<file path="src/rtl/mem_arbiter_pkg.sv">
// Shared types and constants for the two-requester memory arbiter.
package mem_arbiter_pkg;

  typedef enum logic [1:0] {
    ST_IDLE = 2'd0,
    ST_ACC  = 2'd1,
    ST_RSP  = 2'd2
  } state_t;

  localparam logic REQ_CPU = 1'b0;
  localparam logic REQ_LDR = 1'b1;

endpackage

</file>
<file path="src/rtl/mem_arbiter_rr_pick.sv">
// Combinational winner selection: single request wins outright; on contention
// either requester 0 (fixed priority) or whoever was not granted last.
module rr_pick
  import mem_arbiter_pkg::*;
(
  input  logic req0_i,
  input  logic req1_i,
  input  logic prio_fixed_i,
  input  logic last_grant_i,
  output logic valid_o,
  output logic winner_o
);

  always_comb begin
    valid_o  = req0_i | req1_i;
    winner_o = REQ_CPU;
    if (req0_i && req1_i) begin
      winner_o = prio_fixed_i ? REQ_CPU : ~last_grant_i;
    end else if (req1_i) begin
      winner_o = REQ_LDR;
    end
  end

endmodule

</file>
<file path="src/rtl/mem_arbiter.sv">
// Arbitrates a single-port synchronous memory between cpu (0) and loader (1);
// each access is a fixed IDLE -> ACC -> RSP sequence of one cycle per state.
module mem_arbiter
  import mem_arbiter_pkg::*;
#(
  parameter int ADDR_WIDTH = 6,
  parameter int DATA_WIDTH = 16
) (
  input  logic                  clk,
  input  logic                  rst,
  input  logic                  prio_fixed,
  input  logic                  req0,
  input  logic                  req1,
  input  logic                  we0,
  input  logic                  we1,
  input  logic [ADDR_WIDTH-1:0] addr0,
  input  logic [ADDR_WIDTH-1:0] addr1,
  input  logic [DATA_WIDTH-1:0] wdata0,
  input  logic [DATA_WIDTH-1:0] wdata1,
  output logic                  ack0,
  output logic                  ack1,
  output logic [DATA_WIDTH-1:0] rdata,
  output logic                  busy,
  output logic                  mem_we,
  output logic [ADDR_WIDTH-1:0] mem_addr,
  output logic [DATA_WIDTH-1:0] mem_data,
  input  logic [DATA_WIDTH-1:0] mem_out
);

  state_t                state_q, state_d;
  logic                  grant_q, grant_d;
  logic                  last_grant_q, last_grant_d;
  logic                  we_q, we_d;
  logic [ADDR_WIDTH-1:0] addr_q, addr_d;
  logic [DATA_WIDTH-1:0] data_q, data_d;

  logic pick_valid;
  logic pick_winner;

  rr_pick u_pick (
    .req0_i       (req0),
    .req1_i       (req1),
    .prio_fixed_i (prio_fixed),
    .last_grant_i (last_grant_q),
    .valid_o      (pick_valid),
    .winner_o     (pick_winner)
  );

  // Requester inputs and prio_fixed are only looked at in IDLE.
  always_comb begin
    state_d      = state_q;
    grant_d      = grant_q;
    last_grant_d = last_grant_q;
    we_d         = we_q;
    addr_d       = addr_q;
    data_d       = data_q;
    case (state_q)
      ST_IDLE: begin
        if (pick_valid) begin
          grant_d      = pick_winner;
          last_grant_d = pick_winner;
          we_d         = pick_winner ? we1    : we0;
          addr_d       = pick_winner ? addr1  : addr0;
          data_d       = pick_winner ? wdata1 : wdata0;
          state_d      = ST_ACC;
        end
      end
      ST_ACC:  state_d = ST_RSP;
      ST_RSP:  state_d = ST_IDLE;
      default: state_d = ST_IDLE;
    endcase
  end

  always_ff @(posedge clk or posedge rst) begin
    if (rst) begin
      state_q      <= ST_IDLE;
      grant_q      <= REQ_CPU;
      last_grant_q <= REQ_LDR;
      we_q         <= 1'b0;
      addr_q       <= '0;
      data_q       <= '0;
    end else begin
      state_q      <= state_d;
      grant_q      <= grant_d;
      last_grant_q <= last_grant_d;
      we_q         <= we_d;
      addr_q       <= addr_d;
      data_q       <= data_d;
    end
  end

  assign mem_we   = (state_q == ST_ACC) && we_q;
  assign mem_addr = addr_q;
  assign mem_data = data_q;
  assign ack0     = (state_q == ST_RSP) && (grant_q == REQ_CPU);
  assign ack1     = (state_q == ST_RSP) && (grant_q == REQ_LDR);
  assign busy     = (state_q != ST_IDLE);
  assign rdata    = mem_out;

endmodule

</file>
<file path="config.mk">
export PLATFORM = sky130hd
export DESIGN_NAME = mem_arbiter
export DESIGN_NICKNAME = d
export VERILOG_FILES = /design/src/rtl/mem_arbiter_pkg.sv /design/src/rtl/mem_arbiter_rr_pick.sv /design/src/rtl/mem_arbiter.sv
export SDC_FILE = /design/constraint.sdc
export NUM_CORES = 1
export LEC_CHECK = 0
export CAP_MARGIN = 20
export CORE_UTILIZATION = 36
export DETAILED_ROUTE_END_ITERATION = 8
export GPL_ROUTABILITY_DRIVEN = 1
export MAX_ROUTING_LAYER = met4
export PLACE_DENSITY = 0.82
export SYNTH_ARGS = -nofsm -noshare
export SYNTH_HDL_FRONTEND = slang
export SYNTH_SLANG_ARGS = --single-unit
</file>
<file path="constraint.sdc">
create_clock -name clk -period 1.5 [get_ports clk]
set_input_delay 0.3 -clock clk [delete_from_list [all_inputs] [get_ports clk]]
set_output_delay 0.3 -clock clk [all_outputs]
set_load 0.1 [all_outputs]
</file>
run_1/pdn.png
Scale: 6 px per µm. Pins as bars on the die edge.
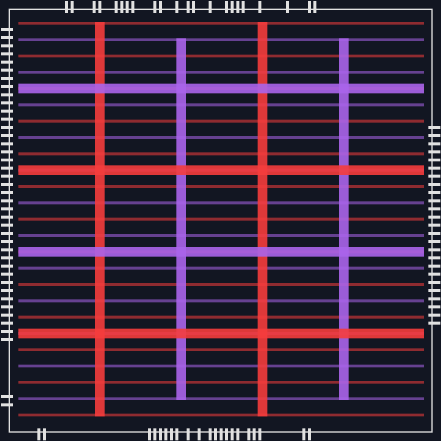
| colour | net |
|---|---|
| purple | VDD |
| red | VSS |
met5 straps: 4
rows: 24
met1 rails: 25
met4 straps: 4
signal pins: 109

run_1/met2.png
Scale: 6 px per µm.
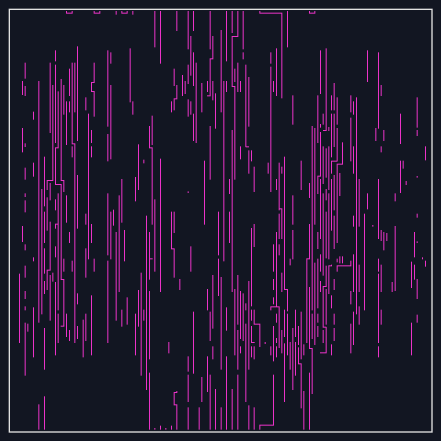
share of all routed wire: 51%
nets with wire on the layer: 264
longest straight run: 40.1 µm
met2 Resource Use GR: 34.1%
total number of vias: 1513
total wire length: 4320 µm

==> flow_summary.yaml, run 1 <==
# implementation run metrics
outcome:
  status: "complete, but fails checks"
  violations: "setup timing"
final_layout:
  seq_area_um2: 679
  dominant_cells: "non-clock buffers"
worst_setup_path:
  cp_data_required_time_ns: 1.20
  path_delay_family: "flip-flops"
  cp-start-kind: "flip-flop"
  cp_max_fo: 4
grt:
  first_global_vias: 1584
clock_tree:
  ctsLongestPathBuffers: 2
  clock_sinks: 27
  post_cts_buffers: 1
timing:
  setup_slack_ns: -0.00989
  finalSetupViolations: 3
  max_freq_mhz: 662
synth:
  ys_types: 22
  synth.most_common_cell: "dfrtp_1"
  ys.flop_type: "dfrtp_1"
  syn-num-nets: 234
  avgSynthCellArea_um2: 10.0
die:
  initCoreUtil_pct: 38.0
place:
  place_congestion: 0.762
power_and_ir_drop:
  power_density_nw_per_um2: 2820
run_1/registers.png
Scale: 6 px per µm. Other sequential cells in the stronger grey, the rest of the logic in the fainter grey.
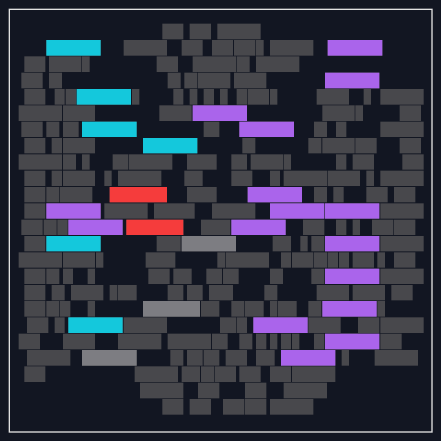
| colour | netlist name | placed flops |
|---|---|---|
| cyan | mem_addr | 6 |
| purple | mem_data | 16 |
| red | state_q | 2 |

run_1/density.png
Scale: 6 px per µm. The die is cut into 7 by 7 equal tiles; black is low, pale yellow is high, 0 to 100% covered.
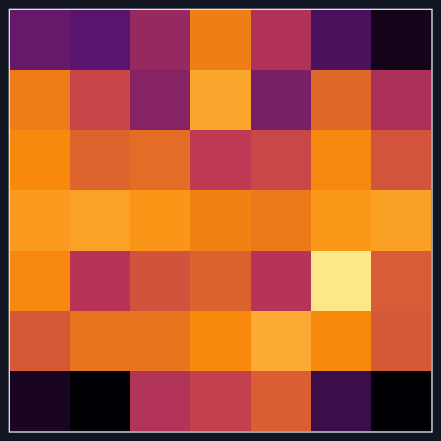
nearly empty tiles: 4.1%
fullest tile: 95%
tiles over 75% full: 16%
mean over tiles: 55%

==> run 1: power by group <==
group | total [µW] | internal [µW] | leakage, µW | switching, µW
registers | 1520 | 1110 | 0.000326 | 409
logic | 5910 | 2280 | 0.000797 | 3630
clock network | 441 | 195 | 0.0000261 | 246
==> run 1: cells in the final DEF (no fill, tap or decap), drive strengths merged <==
cell type,instances
clkdlybuf4s50,50
buf,42
inv,26
dfrtp,26
nand3,23
nand4,23
o221ai,23
clkbuf,3
a22o,2
and2,2
nor2,1
or2,1
nand2,1
o21ai,1
nor2b,1
clkinvlp,1
nor3b,1
and3b,1
dfstp,1
==> run 1: kinds of logic (layout without fill, tap and decap cells) <==
group	Yosys count	in the layout	synth area share (%)
flops	27	27	40.4
buf+inv	60	122	19.6
simple gates	54	54	19.3
compound gates	26	26	20.7
run_1/final_clocks.png
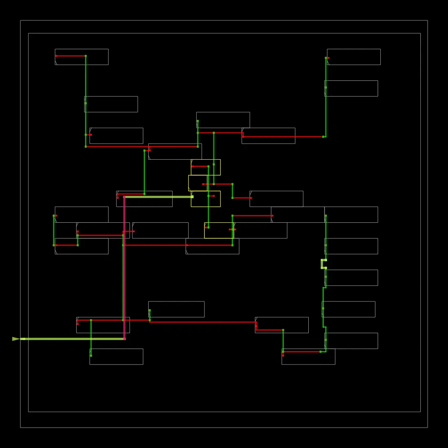

==> run 1 -> run 2 <==
Settings changed: CORE_MARGIN set to 2, CTS_CLUSTER_DIAMETER set to 200.
run_2/final_clocks.png
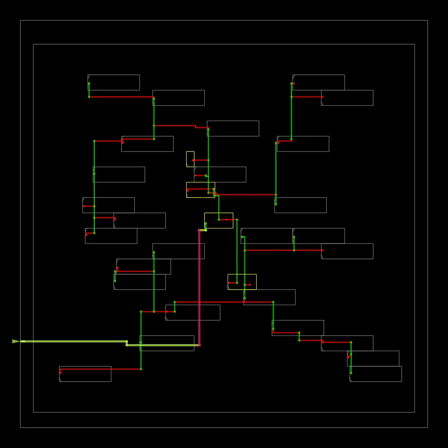
clkbuf count: 4
Inserted Clock Buffers: 3

==> flow_summary.yaml, run 2 <==
# implementation run metrics
power_and_ir_drop:
  power_switching_uw: 4260
  power-top-group: "combinational cells"
  p_comb_uw: 5870
  p_clk_share_pct: 5.2
  power_frac_comb_pct: 75.2
  p_seq_uw: 1520
  power_density_nw_per_um2: 2830
  seqPwrFrac_pct: 19.5
  swShare_pct: 54.6
  p_int_uw: 3540
  p_clk_uw: 408
synth:
  ys_types: 22
  syn-num-nets: 234
  area_leaders: "dfrtp_1, o221ai_2, nand4_1"
  ys.flop_type: "dfrtp_1"
  yosysWarnings: 0
  yosys_register_bits: 27
  synth.most_common_cell: "dfrtp_1"
  postSynthSeqShare_pct: 40.4
  avgSynthCellArea_um2: 10.0
  edf_count: 0
  syn_inst: 167
grt:
  first_global_vias: 1544
  gr-usage-met2_pct: 30.2
place:
  dp_hpwl_um: 3240
  place_congestion: 0.803
worst_setup_path:
  crit_type: "reg -> out"
  cp-start-kind: "flip-flop"
  cp_data_required_time_ns: 1.20
  cp_max_fo: 4
  path_delay_family: "flip-flops"
clock_tree:
  clock_sinks: 27
  ctsLongestPathBuffers: 2
  cts-root-buf: "clkbuf_8"
final_layout:
  final_common_cell: "clkdlybuf4s50_1"
  clkCellAreaFrac_pct: 1.64
  comb_cells: 80
  dominant_cells: "non-clock buffers"
  buffers: 90
  final_cell_mix: "clkdlybuf4s50_1, buf_12, inv_1, dfrtp_1"
  seq_area_um2: 679
  final_util_pct: 62.4
timing:
  finalSetupViolations: 0
  max_freq_mhz: 674
  slew_violations: 0
detailed_routing:
  vias: 1514
  wl_um: 4350
outcome:
  status: "complete, no violations"
die:
  initCoreUtil_pct: 38.0
  core_area_um2: 4410
run 2: metrics by stage:
step	setup slack [ns]	setup TNS (ns)	total power [µW]	std cells	hold slack [ns]
5_1_grt	-0.0260	-0.0634	8130	279	0.387
6_report	0.0153	0	7800	279	0.350
3_3_place_gp	-0.0508	-0.994	7260	274	0.521
3_5_place_dp	-0.104	-1.59	7350	274	0.542
4_1_cts	0.00382	0	7840	279	0.358
2_1_floorplan	-0.0702	-0.0702	5420	167	0.352
run 2: what timing repair did:
item                                    in CTS  in global routing
buffers inserted                             1                  0
pin swaps                                    2                  0
resized                                      5                  2
hold buffers                                 0                  0
endpoints found under the setup margin       3                 11
run 2: cells by family after synthesis:
logic type             share of synthesized area, %
AND-OR/OR-AND                                  20.7
buffers and inverters                          19.6
flip-flops                                     40.4
AND/OR/NAND/NOR                                19.3
run_2/pdn.png
Scale: 4 px per µm. Pins as bars on the die edge.
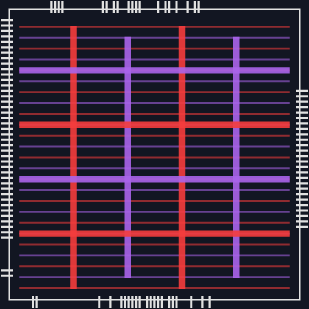

==> run 2 -> run 3 <==
Settings changed: CORE_UTILIZATION 36 to 31, PLACE_DENSITY 0.82 to 0.73.
run_3/pdn.png
Scale: 4 px per µm. Pins as bars on the die edge.
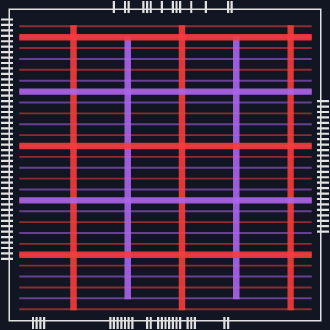
| colour | net |
|---|---|
| red | VSS |
| purple | VDD |
met1 rails: 27
signal pins: 109
rows: 26
met4 straps: 5
met5 straps: 5

==> flow_summary.yaml, run 3 <==
# implementation run metrics
detailed_routing:
  vias: 1482
  wl_um: 4450
final_layout:
  instances_no_fill: 300
  nClkBuffers: 4
  buffers: 93
  final_util_pct: 54.2
  comb_cells: 80
  dominant_cells: "non-clock buffers"
  final_cell_mix: "clkdlybuf4s50_1, buf_12, inv_1, dfrtp_1"
outcome:
  status: "complete, no violations"
synth:
  ys.flop_type: "dfrtp_1"
  fa_ha_area_share_pct: 0
  area_leaders: "dfrtp_1, o221ai_2, nand4_1"
  yosys_register_bits: 27
  avgSynthCellArea_um2: 10.0
  synth.logic.top_family: "AND-OR/OR-AND gates"
  mux_share_pct: 0
  syn_inst: 167
  ys_sh_xor_pct: 0
worst_setup_path:
  crit_type: "reg -> out"
  cp_max_fo: 4
grt:
  first_global_vias: 1496
  gr-usage-met2_pct: 25.7
timing:
  max_freq_mhz: 671
  slew_violations: 0
  tns_ns: 0
place:
  dp_hpwl_um: 3350
  preCtsSetupSlack_ns: -0.0861
  place_congestion: 0.730
  dp.cells: 295
power_and_ir_drop:
  swShare_pct: 54.2
  p_clk_share_pct: 5.2
  seqPwrFrac_pct: 19.3
  p_seq_uw: 1510
  p_total_uw: 7830
  power_frac_comb_pct: 75.5
  power-top-group: "combinational cells"
  p_comb_uw: 5910
  p_int_uw: 3590
clock_tree:
  ctsLongestPathBuffers: 2
  hold_buffers: 0
die:
  core_area_um2: 5170
-- run 3: netlist changes by cell type in the layout (fill, tap and decap cells not counted), sizes merged --
cell and change:
buf +3
-- run 3: worst paths after layout --
check | slack (ns) | start | end | depth (start not counted)
max | 0.01 | state_q[0] | mem_we | 3
min | 0.35 | rst | mem_addr[2] | 3
max reg2reg | 0.13 | state_q[1] | mem_data[3] | 5
min reg2reg | 0.51 | state_q[1] | state_q[1] | 1
max in group asynchronous | 0.91 | rst | last_grant_q | 3
min in group clk | 0.51 | state_q[1] | state_q[1] | 1
-- run 3: timing repair --
item,CTS,global route
resized,5,0
buffers inserted,1,0
pin swaps,1,2
hold endpoints to repair,0,0
setup endpoints to repair,2,4
No activity file was given, so power comes from the tool's default toggle rates.
